run_1/met1.png
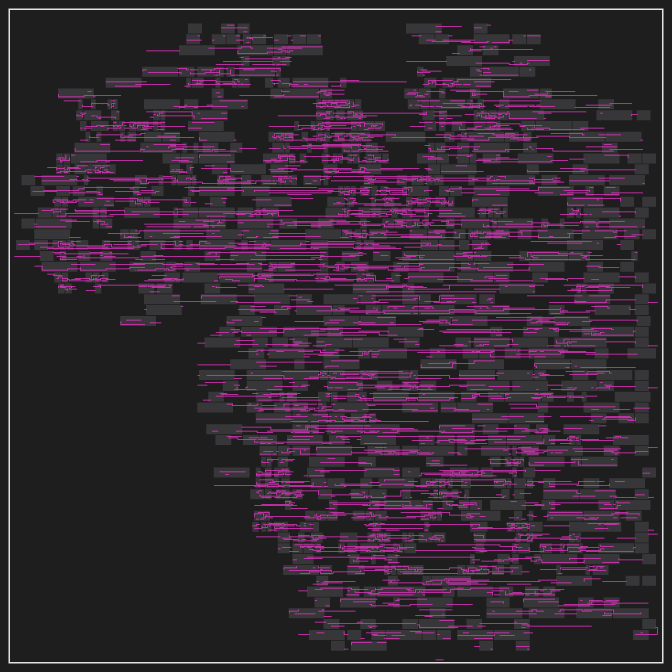
run_1/met2.png
Scale bar: 50 um.
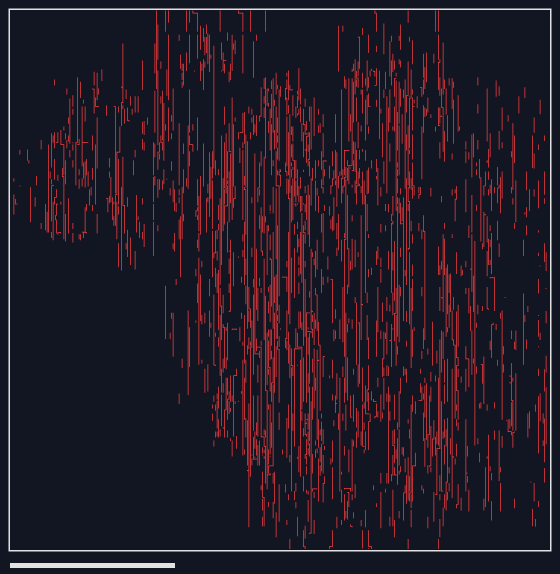
run_1/met3.png
Scale bar: 50 um.
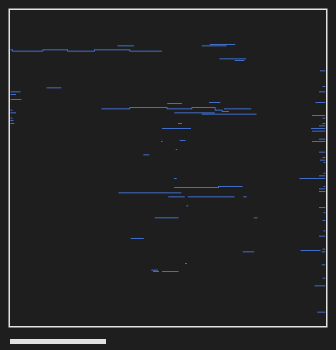
**src/rtl/face_filter_pkg.sv**
```systemverilog
// Shared types and constants for the UART bounding-box decoder.
package face_filter_pkg;

  localparam int unsigned COORD_W      = 10;
  localparam int unsigned FIELD_W      = 16;
  localparam int unsigned BBOX_PKT_LEN = 11;

  localparam logic [7:0] BBOX_SYNC    = 8'hA5;
  localparam logic [7:0] BBOX_CMD_CLR = 8'h00;
  localparam logic [7:0] BBOX_CMD_SET = 8'h01;

  typedef enum logic [1:0] {
    ST_IDLE,
    ST_CMD,
    ST_DATA,
    ST_CKSUM
  } bbox_state_e;

  typedef struct packed {
    logic               en;
    logic [COORD_W-1:0] x_start;
    logic [COORD_W-1:0] x_end;
    logic [COORD_W-1:0] y_start;
    logic [COORD_W-1:0] y_end;
  } bbox_t;

endpackage

```
**src/rtl/bbox_clamp.sv**
```systemverilog
// Combinational range check and edge clamp of a received X/Y/W/H box.
module bbox_clamp
  import face_filter_pkg::*;
#(
  parameter int unsigned H_ACT = 640,
  parameter int unsigned V_ACT = 480
) (
  input  logic [FIELD_W-1:0] x,
  input  logic [FIELD_W-1:0] y,
  input  logic [FIELD_W-1:0] w,
  input  logic [FIELD_W-1:0] h,
  output bbox_t              box_c,
  output logic               valid_c
);

  localparam int unsigned SUM_W = FIELD_W + 1;
  localparam logic [SUM_W-1:0] H_LIM = SUM_W'(H_ACT);
  localparam logic [SUM_W-1:0] V_LIM = SUM_W'(V_ACT);

  logic [SUM_W-1:0] x_sum;
  logic [SUM_W-1:0] y_sum;
  logic [SUM_W-1:0] x_lim;
  logic [SUM_W-1:0] y_lim;

  // Sums are one bit wider than the fields so huge W/H clamp instead of wrapping.
  always_comb begin
    x_sum   = SUM_W'(x) + SUM_W'(w);
    y_sum   = SUM_W'(y) + SUM_W'(h);
    x_lim   = (x_sum > H_LIM) ? H_LIM : x_sum;
    y_lim   = (y_sum > V_LIM) ? V_LIM : y_sum;
    valid_c = (SUM_W'(x) < H_LIM) && (SUM_W'(y) < V_LIM) &&
              (w != '0) && (h != '0);
    box_c.en      = 1'b1;
    box_c.x_start = COORD_W'(x);
    box_c.x_end   = COORD_W'(x_lim - SUM_W'(1));
    box_c.y_start = COORD_W'(y);
    box_c.y_end   = COORD_W'(y_lim - SUM_W'(1));
  end

endmodule

```
**src/rtl/uart_bbox_decoder.sv**
```systemverilog
// Parses 11-byte bounding-box packets from the UART receiver and presents a
// frame-synchronous box to the overlay. Optional inter-byte timeout is built
// when BBOX_TIMEOUT_EN is defined.
module uart_bbox_decoder
  import face_filter_pkg::*;
#(
  parameter int unsigned H_ACT = 640,
  parameter int unsigned V_ACT = 480
`ifdef BBOX_TIMEOUT_EN
  ,
  parameter int unsigned TIMEOUT_CYCLES = 17400
`endif
) (
  input  logic       iCLK,
  input  logic       iRST_N,
  input  logic [7:0] iRX_DATA,
  input  logic       iRX_VALID,
  input  logic       iFRAME_SYNC,
  output logic       oBOX_EN,
  output logic [9:0] oX_START,
  output logic [9:0] oX_END,
  output logic [9:0] oY_START,
  output logic [9:0] oY_END,
  output logic       oPKT_OK,
  output logic       oERR,
  output logic [7:0] oERR_CNT
);

  localparam int unsigned DATA_LEN = BBOX_PKT_LEN - 3;
  localparam int unsigned FIELDS_W = DATA_LEN * 8;
  localparam int unsigned IDX_W    = $clog2(DATA_LEN);
  localparam int unsigned CNT_W    = 8;
  localparam logic [IDX_W-1:0] IDX_LAST = IDX_W'(DATA_LEN - 1);
  localparam logic [CNT_W-1:0] CNT_MAX  = '1;

  bbox_state_e         state_q, state_d;
  logic [7:0]          cmd_q, cmd_d;
  logic [FIELDS_W-1:0] fields_q, fields_d;
  logic [IDX_W-1:0]    idx_q, idx_d;
  logic [7:0]          xor_q, xor_d;
  bbox_t               pend_q, pend_d;
  bbox_t               act_q;
  logic                pkt_ok_q, pkt_ok_d;
  logic                err_q, err_d;
  logic [CNT_W-1:0]    err_cnt_q;

  bbox_t               box_c;
  logic                box_valid_c;
  logic                cmd_ok_c;

  bbox_clamp #(
    .H_ACT (H_ACT),
    .V_ACT (V_ACT)
  ) u_clamp (
    .x       (fields_q[4*FIELD_W-1 -: FIELD_W]),
    .y       (fields_q[3*FIELD_W-1 -: FIELD_W]),
    .w       (fields_q[2*FIELD_W-1 -: FIELD_W]),
    .h       (fields_q[1*FIELD_W-1 -: FIELD_W]),
    .box_c   (box_c),
    .valid_c (box_valid_c)
  );

  assign cmd_ok_c = (cmd_q == BBOX_CMD_CLR) ||
                    ((cmd_q == BBOX_CMD_SET) && box_valid_c);

`ifdef BBOX_TIMEOUT_EN
  localparam int unsigned TMO_W = $clog2(TIMEOUT_CYCLES + 1);
  localparam logic [TMO_W-1:0] TMO_LAST = TMO_W'(TIMEOUT_CYCLES - 1);

  logic [TMO_W-1:0] tmo_q;
  logic             tmo_hit_c;

  // Cycles since the last byte while a packet is in progress.
  always_ff @(posedge iCLK or negedge iRST_N) begin
    if (!iRST_N)                             tmo_q <= '0;
    else if (state_q == ST_IDLE || iRX_VALID) tmo_q <= '0;
    else                                     tmo_q <= tmo_q + TMO_W'(1);
  end

  assign tmo_hit_c = (state_q != ST_IDLE) && !iRX_VALID && (tmo_q == TMO_LAST);
`else
  logic tmo_hit_c;
  assign tmo_hit_c = 1'b0;
`endif

  // Parser next state; the checksum byte decides accept or reject.
  always_comb begin
    state_d  = state_q;
    cmd_d    = cmd_q;
    fields_d = fields_q;
    idx_d    = idx_q;
    xor_d    = xor_q;
    pend_d   = pend_q;
    pkt_ok_d = 1'b0;
    err_d    = 1'b0;
    if (iRX_VALID) begin
      case (state_q)
        ST_IDLE: begin
          if (iRX_DATA == BBOX_SYNC) state_d = ST_CMD;
        end
        ST_CMD: begin
          cmd_d   = iRX_DATA;
          xor_d   = iRX_DATA;
          idx_d   = '0;
          state_d = ST_DATA;
        end
        ST_DATA: begin
          fields_d = {fields_q[FIELDS_W-9:0], iRX_DATA};
          xor_d    = xor_q ^ iRX_DATA;
          idx_d    = idx_q + IDX_W'(1);
          if (idx_q == IDX_LAST) state_d = ST_CKSUM;
        end
        ST_CKSUM: begin
          state_d = ST_IDLE;
          if (cmd_ok_c && (iRX_DATA == xor_q)) begin
            pkt_ok_d = 1'b1;
            pend_d   = (cmd_q == BBOX_CMD_SET) ? box_c : '0;
          end else begin
            err_d = 1'b1;
          end
        end
        default: state_d = ST_IDLE;
      endcase
    end else if (tmo_hit_c) begin
      state_d = ST_IDLE;
      err_d   = 1'b1;
    end
  end

  // Parser state, field capture, pending/active boxes and status pulses.
  always_ff @(posedge iCLK or negedge iRST_N) begin
    if (!iRST_N) begin
      state_q   <= ST_IDLE;
      cmd_q     <= '0;
      fields_q  <= '0;
      idx_q     <= '0;
      xor_q     <= '0;
      pend_q    <= '0;
      act_q     <= '0;
      pkt_ok_q  <= 1'b0;
      err_q     <= 1'b0;
      err_cnt_q <= '0;
    end else begin
      state_q  <= state_d;
      cmd_q    <= cmd_d;
      fields_q <= fields_d;
      idx_q    <= idx_d;
      xor_q    <= xor_d;
      pend_q   <= pend_d;
      pkt_ok_q <= pkt_ok_d;
      err_q    <= err_d;
      if (iFRAME_SYNC) act_q <= pend_q;
      if (err_d && (err_cnt_q != CNT_MAX)) err_cnt_q <= err_cnt_q + CNT_W'(1);
    end
  end

  assign oBOX_EN  = act_q.en;
  assign oX_START = act_q.x_start;
  assign oX_END   = act_q.x_end;
  assign oY_START = act_q.y_start;
  assign oY_END   = act_q.y_end;
  assign oPKT_OK  = pkt_ok_q;
  assign oERR     = err_q;
  assign oERR_CNT = err_cnt_q;

endmodule

```
**config.mk**
```make
export PLATFORM = sky130hd
export DESIGN_NAME = uart_bbox_decoder
export DESIGN_NICKNAME = d
export VERILOG_FILES = /design/src/rtl/face_filter_pkg.sv /design/src/rtl/bbox_clamp.sv /design/src/rtl/uart_bbox_decoder.sv
export SDC_FILE = /design/constraint.sdc
export NUM_CORES = 1
export LEC_CHECK = 0
export CORE_UTILIZATION = 35
export DETAILED_ROUTE_END_ITERATION = 8
export HOLD_SLACK_MARGIN = 0.02
export PLACE_DENSITY = 0.57
export SYNTH_ARGS = -nofsm -noshare
export SYNTH_HDL_FRONTEND = slang
export SYNTH_SLANG_ARGS = --single-unit
```
**constraint.sdc**
```tcl
create_clock -name iCLK -period 4.45 [get_ports iCLK]
set_input_delay 0.445 -clock iCLK [delete_from_list [all_inputs] [get_ports iCLK]]
set_output_delay 0.445 -clock iCLK [all_outputs]
set_load 0.005 [all_outputs]
```
==> results.yml, run 1 <==
# flow metrics
final_layout:
  seq_share_pct: 41.3
  clkbuf_count: 18
  finish.instance_area_um2: 10700
  drive_above_1_share_pct: 21.0
  comb_area_share_pct: 42.3
  nNetsFinal: 905
  logic_gates: 562
  clkCellAreaFrac_pct: 5.21
  flop-count: 177
route:
  drt_iter0_drc: 386
  vias_per_cell: 5.29
  route.met2.wl_um: 9400
  ant_nets: 0
synthesis:
  area_leaders: "dfrtp_1 48%, mux2_2 14%, ha_1 5.6%, xnor2_1 2.4%, a21oi_1 2.3%"
  synth_cells: 787
  syn_area_per_cell_um2: 11.6
  synth.most_common_cell: "dfrtp_1"
  netlist.area_leader.share_pct: 48.4
  ys_sh_xor_pct: 3.81
  async_reset_ff_share_pct: 100
die:
  die-area_um2: 26800
  row_count: 58
  dieWidth_um: 164
  chipHeight_um: 164
clock_network:
  cts.clk_slew.worst_paths_ps: 70
  cts_setup_buffers: 0
global_route:
  antenna_found_initial: 0
  overflow: 0
  grt_use_total_pct: 16.3
  grt_pass1_wl_um: 34400
run:
  warnings: 31
pwr:
  power_density_nw_per_um2: 733
placement:
  placed_area_um2: 10100
  place_congestion: 0.828
final_timing:
  final.setup.tns_ps: 0
  finalSetupViolCount: 0
  slew_headroom_pct: 23.2
  tightest_slew_ps: 1150
status:
  outcome: "finished clean"
worst_setup_path:
  crit_path_cell_trace: "ha_1, a21o_1, a22oi_2, a211oi_1, or4b_1, nand3_1, o2111a_1, and2_4, nand2b_1, ha_1, and2_1, and3_1, nor4bb_1, xnor2_1, nand3_1, a22o_1"
  crit_path_max_fanout: 8
  worst_ep_required_time_ps: 4770
worst_hold_path:
  hold_path.class: "reg -> reg"
-- met1.png (at the start) --
share of all routed wire: 51%
nets with wire on the layer: 822
wire length on this layer: 10,500 um
main direction: horizontal
final wirelength: 20,600 um
Vias: 6,315
GRT met1 Usage: 23.9%

-- met2.png (at the start) --
wire length on this layer: 9,400 um
main direction: vertical
share of all routed wire: 46%
met2 Use GR: 25.2%

-- met3.png (at the start) --
nets with wire on the layer: 64
main direction: horizontal
met3 GRT Util: 2.37%

run 1: timing repair:
action,CTS,global route
setup endpoints to repair,0,1
hold buffers,1,0
gates resized,0,3
hold endpoints to repair,34,0
run 1: path summary, 6_finish.rpt:
kind	startpoint	endpoint	cells after the start
setup / recovery	fields_q[3]	pend_q[8]	16
hold / removal	pend_q[25]	pend_q[25]	2
setup reg to reg	fields_q[3]	pend_q[8]	16
hold reg to reg	pend_q[25]	pend_q[25]	2
max in group asynchronous	iRST_N	oERR_CNT[4]	3
min in group asynchronous	iRST_N	oX_START[2]	2
run 1: stage by stage:
stage	setup slack, ps	power, mW	std cells	utilization (%)	hold slack [ps]
3_5_place_dp	301	6.41	1160	39.9	458
4_1_cts	284	7.90	1193	42.2	475
5_1_grt	5.24	8.50	1193	42.2	509
6_report	340	7.87	1193	42.2	473
2_1_floorplan	597	5.43	787	-	149
3_3_place_gp	432	6.35	1160	39.9	450
run 1: power groups by stage:
stage / logic, mW / registers, mW / clock network (mW)
after floorplan: 3.11 / 2.32 / 0
after global placement: 3.81 / 2.55 / 0
after detailed placement: 3.85 / 2.56 / 0
after CTS: 3.88 / 2.53 / 1.49
after global routing: 4.36 / 2.58 / 1.56
final: 3.89 / 2.52 / 1.46
run 1: kinds of logic after synthesis:
| logic type | Yosys count |
|---|---|
| adders and majority gates | 43 |
| buffers and inverters | 48 |
| and+or+nand+nor | 189 |
| muxes | 115 |
| DFF | 177 |
| AOI/OAI and AO/OA | 176 |
| xor gates and xnor gates | 39 |
run 1: worst register-to-register path: cells and delay by family, from the launching register on:
kind                       cells  cell delay [ps]
DFF                            1              440
xor gates and xnor gates       1              170
and+or+nand+nor                8             1530
AOI/OAI and AO/OA              5             1250
adders and majority gates      2              640
==> run 2, diff against run 1 <==
Clock period 4.45 ns to 5.13 ns, I/O delays scaled along.
run_2/met2.png
Scale bar: 50 um.
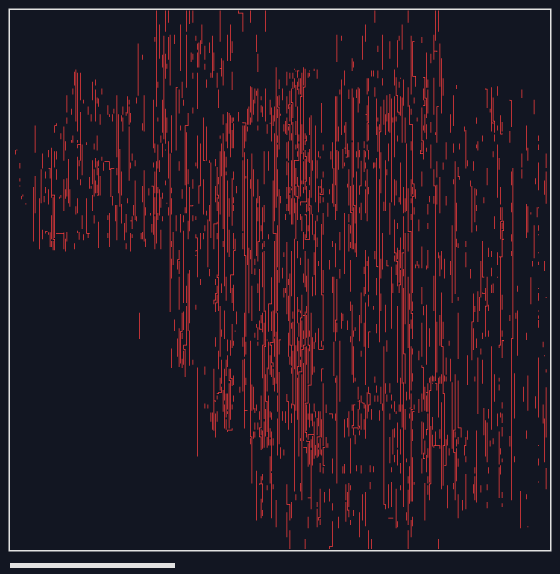
met2 Use GR: 24.2%
final wirelength: 20,200 um
Vias: 6,295

==> run 2 against run 1 <==
Net effect: register-to-register slack better by 490 ps; synthesized cell count stayed put; utilization stayed put; critical path depth is 2 higher; via count is 0.32% lower; setup slack better by 490 ps; non-clock buffer count is 7 lower; largest cell class unchanged; largest power group unchanged; highest routed layer unchanged.
==> results.yml, run 2 <==
# flow metrics
status:
  outcome: "finished clean"
final_timing:
  finalSetupViolCount: 0
  tightest_slew_ps: 932
  final.setup.tns_ps: 0
route:
  drt_iter0_drc: 367
  ant_nets: 0
  vias_per_cell: 5.31
placement:
  placed_area_um2: 10100
  dpl.cell_count: 1154
  place_congestion: 0.821
worst_hold_path:
  hold_path.class: "in -> async"
clock_network:
  cts_setup_buffers: 0
  cts.clk_slew.worst_paths_ps: 70
  ctsResizeCount: 0
pwr:
  power-top-group: "combinational cells"
  pg_seq_mw: 2.19
  power_density_nw_per_um2: 642
  power_clock_mw: 1.38
  comb_power_mw: 3.32
run:
  warnings: 29
final_layout:
  finish.instance_area_um2: 10700
  drive_above_1_share_pct: 20.3
  stdcell_count: 1186
  nNetsFinal: 898
die:
  chipHeight_um: 164
  die-area_um2: 26800
  dieWidth_um: 164
worst_setup_path:
  crit_path_max_fanout: 8
  worst_ep_required_time_ps: 5450
synthesis:
  netlist.area_leader.share_pct: 48.4
  ys_sh_xor_pct: 3.81
  synth.most_common_cell: "dfrtp_1"
  area_leaders: "dfrtp_1 48%, mux2_2 14%, ha_1 5.6%, xnor2_1 2.4%, a21oi_1 2.3%"
global_route:
  overflow: 0
  grt_pass1_wl_um: 33400
  grt_use_total_pct: 15.8
run_2/met3.png
Scale bar: 50 um.
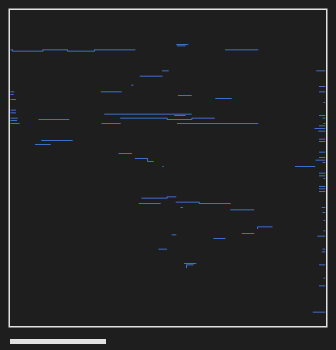
wire length on this layer: 571 um
longest straight run: 45.1 um
main direction: horizontal
share of all routed wire: 2.8%
nets with wire on the layer: 63
met3 GRT Util: 2.53%

-- run 2: cell counts after synthesis --
No cell type changed its count.
-- run 2: path summary, 6_finish.rpt --
path	start	endpoint	slack, ps	depth (start not counted)
worst max-delay path	fields_q[0]	pend_q[8]	830	18
worst min-delay path	iRST_N	oX_START[2]	140	1
worst max register to register	fields_q[0]	pend_q[8]	830	18
worst min register to register	pend_q[40]	pend_q[40]	470	2
max in group asynchronous	iRST_N	fields_q[21]	3990	2
min in group iCLK	pend_q[40]	pend_q[40]	470	2
-- run 2: worst max-delay path, stage by stage (launching register included) --
cell	delay, ps
dfrtp_1	400
ha_1	190
inv_1	50
fa_1	400
nand2b_1	210
a21oi_1	170
xnor2_1	170
nand3b_1	170
and4b_4	260
a2111oi_4	570
and2_4	280
nand2b_1	60
ha_1	240
and2_1	180
and3_1	220
nor4bb_1	160
xnor2_1	150
nand3_1	90
a22o_1	220
-- run 2: per-stage QoR --
step	setup slack, ps	util [%]
3_5_place_dp	854	39.8
4_1_cts	822	42.2
2_1_floorplan	1280	-
3_3_place_gp	964	39.8
6_report	835	42.2
5_1_grt	458	42.2
-- run 2: area by class of cell --
cell class              count  share of cell area, %
clock buffers              17                   3.97
inverters                  19                  0.665
multi-input cells         562                   42.2
clock inverters            15                   1.85
flip-flops and latches    177                   41.3
well taps                 330                   3.85
repair buffers             66                   6.15
-- run 2: per-layer routing --
metal	track usage (%)	routed length (um)	up-vias
met5	0	0	-
met4	3.54	148	0
met3	2.53	570	11
met2	24.2	9040	105
met1	23.3	10400	3133
li1	-	-	3046
-- run 2: kinds of logic after synthesis --
logic type | after synthesis
multiplexers | 115
flip-flops | 177
adder cells (fa/ha/maj) | 43
AND-OR/OR-AND | 176
AND/OR/NAND/NOR | 189
buffers and inverters | 48
XOR/XNOR | 39
==> run 3, diff against run 2 <==
Clock period 5.13 ns to 4.2 ns, I/O delays scaled along.
run_3/met1.png
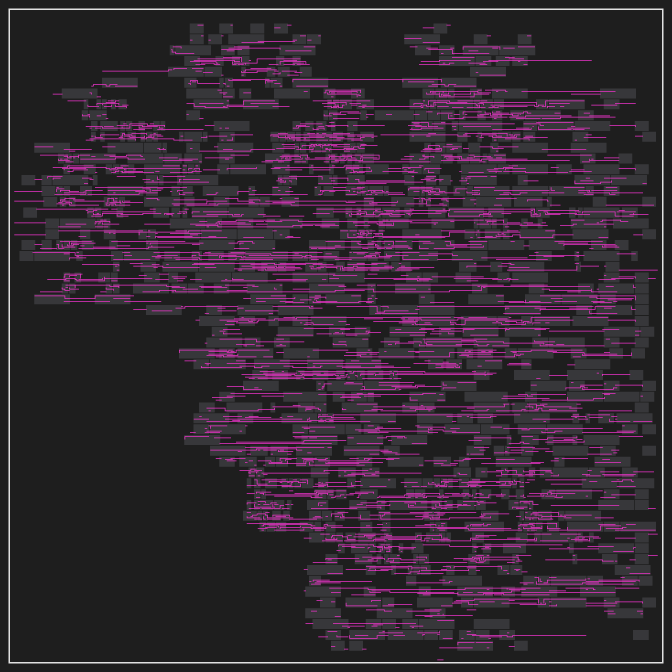
share of all routed wire: 50%
wire length on this layer: 10,100 um
nets with wire on the layer: 837
GRT met1 Usage: 22.8%
Vias: 6,392

==> run 3 against run 2 <==
Net effect: first-iteration DRC count shrank 13%; global-route usage is essentially flat; die area is the same; synthesized cell count is the same; critical path depth is the same; sequential share of layout area shrank 0.75 points; worst hold slack lost 120 ps; sequential power grew 22%.
==> results.yml, run 3 <==
# flow metrics
status:
  outcome: "finished clean"
clock_network:
  holdBufCountCts: 0
worst_hold_path:
  hold_path.class: "in -> async"
placement:
  place_congestion: 0.845
  pre_cts_slack_ps: 55.8
  placed_area_um2: 10200
worst_setup_path:
  r2r-start: "fields_q[0]"
  r2r_end: "pend_q[8]"
  cpMaxStageDelayCell: "dfrtp_1"
synthesis:
  synth_cells: 787
  netlist.area_leader.share_pct: 48.4
  async_reset_ff_share_pct: 100
  area_leaders: "dfrtp_1 48%, mux2_2 14%, ha_1 5.6%, xnor2_1 2.4%, a21oi_1 2.3%"
  synth.most_common_cell: "dfrtp_1"
final_timing:
  fin_ws_ps: 239
  whs_ps: 20.6
  final.setup.tns_ps: 0
  slew_headroom_pct: 38.7
global_route:
  grt_use_total_pct: 15.8
route:
  vias_per_cell: 5.34
run:
  warnings: 29
pwr:
  p_total_mw: 8.71
run_3/final_clocks.png
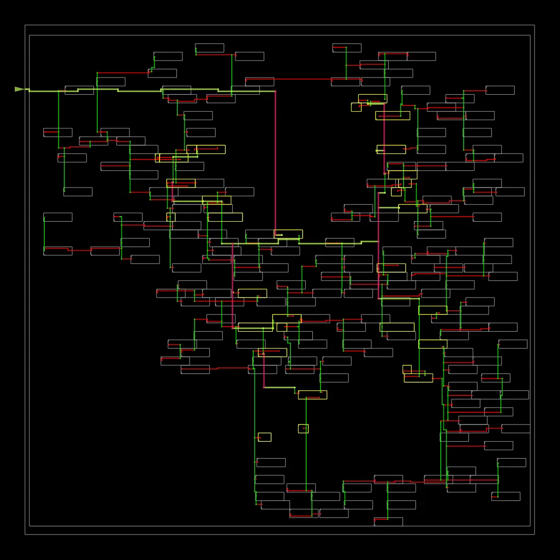
CTS sink count: 177
CLK BUF: 18
num sequential: 177

[run 3: final cells by class]
class	count	area [um2]
well taps	330	413
fillers	2409	14500
flip-flops and latches	177	4430
multi-input cells	562	4620
clock buffers	18	429
clock inverters	13	201
repair buffers	79	757
inverters	19	71.3
[run 3: report_power, final]
group | switching [mW] | internal [mW]
logic | 2.35 | 1.97
clock network | 0.702 | 1.01
registers | 0.549 | 2.13
[run 3: kinds of logic (layout without fill, tap and decap cells)]
group | count (synthesis) | count (layout) | share of synthesized area, %
multiplexers | 115 | 115 | 14.1
XOR/XNOR | 39 | 39 | 3.81
buffers and inverters | 48 | 129 | 2.24
adder cells (fa/ha/maj) | 43 | 43 | 6.04
flip-flops | 177 | 177 | 48.4
AND/OR/NAND/NOR | 189 | 189 | 11.2
AND-OR/OR-AND | 176 | 176 | 14.2
[run 3: how the worst max path moves through the flow]
| stage | slack [ps] | to | from | depth (start not counted) |
|---|---|---|---|---|
| global route | -8 | pend_q[8] | fields_q[36] | 16 |
| global placement | 160 | pend_q[8] | fields_q[0] | 18 |
| detailed placement | 60 | pend_q[8] | fields_q[0] | 18 |
| CTS | 50 | pend_q[8] | fields_q[0] | 18 |
| finish | 240 | pend_q[8] | fields_q[0] | 18 |
| floorplan | 350 | pend_q[8] | fields_q[0] | 18 |
[run 3: timing repair]
action,4_1_cts,5_1_grt
endpoints found under the setup margin,0,2
buffers inserted,0,1
resized,0,18
[run 3: metal layers]
metal  part of all wire, %  global-route usage [%]
met1                    50                    22.8
met2                    46                    24.6
met3                   3.1                    2.27
met4                   1.0                    4.55
met5                     0                       0
Power is estimated from default activity; no workload was simulated.
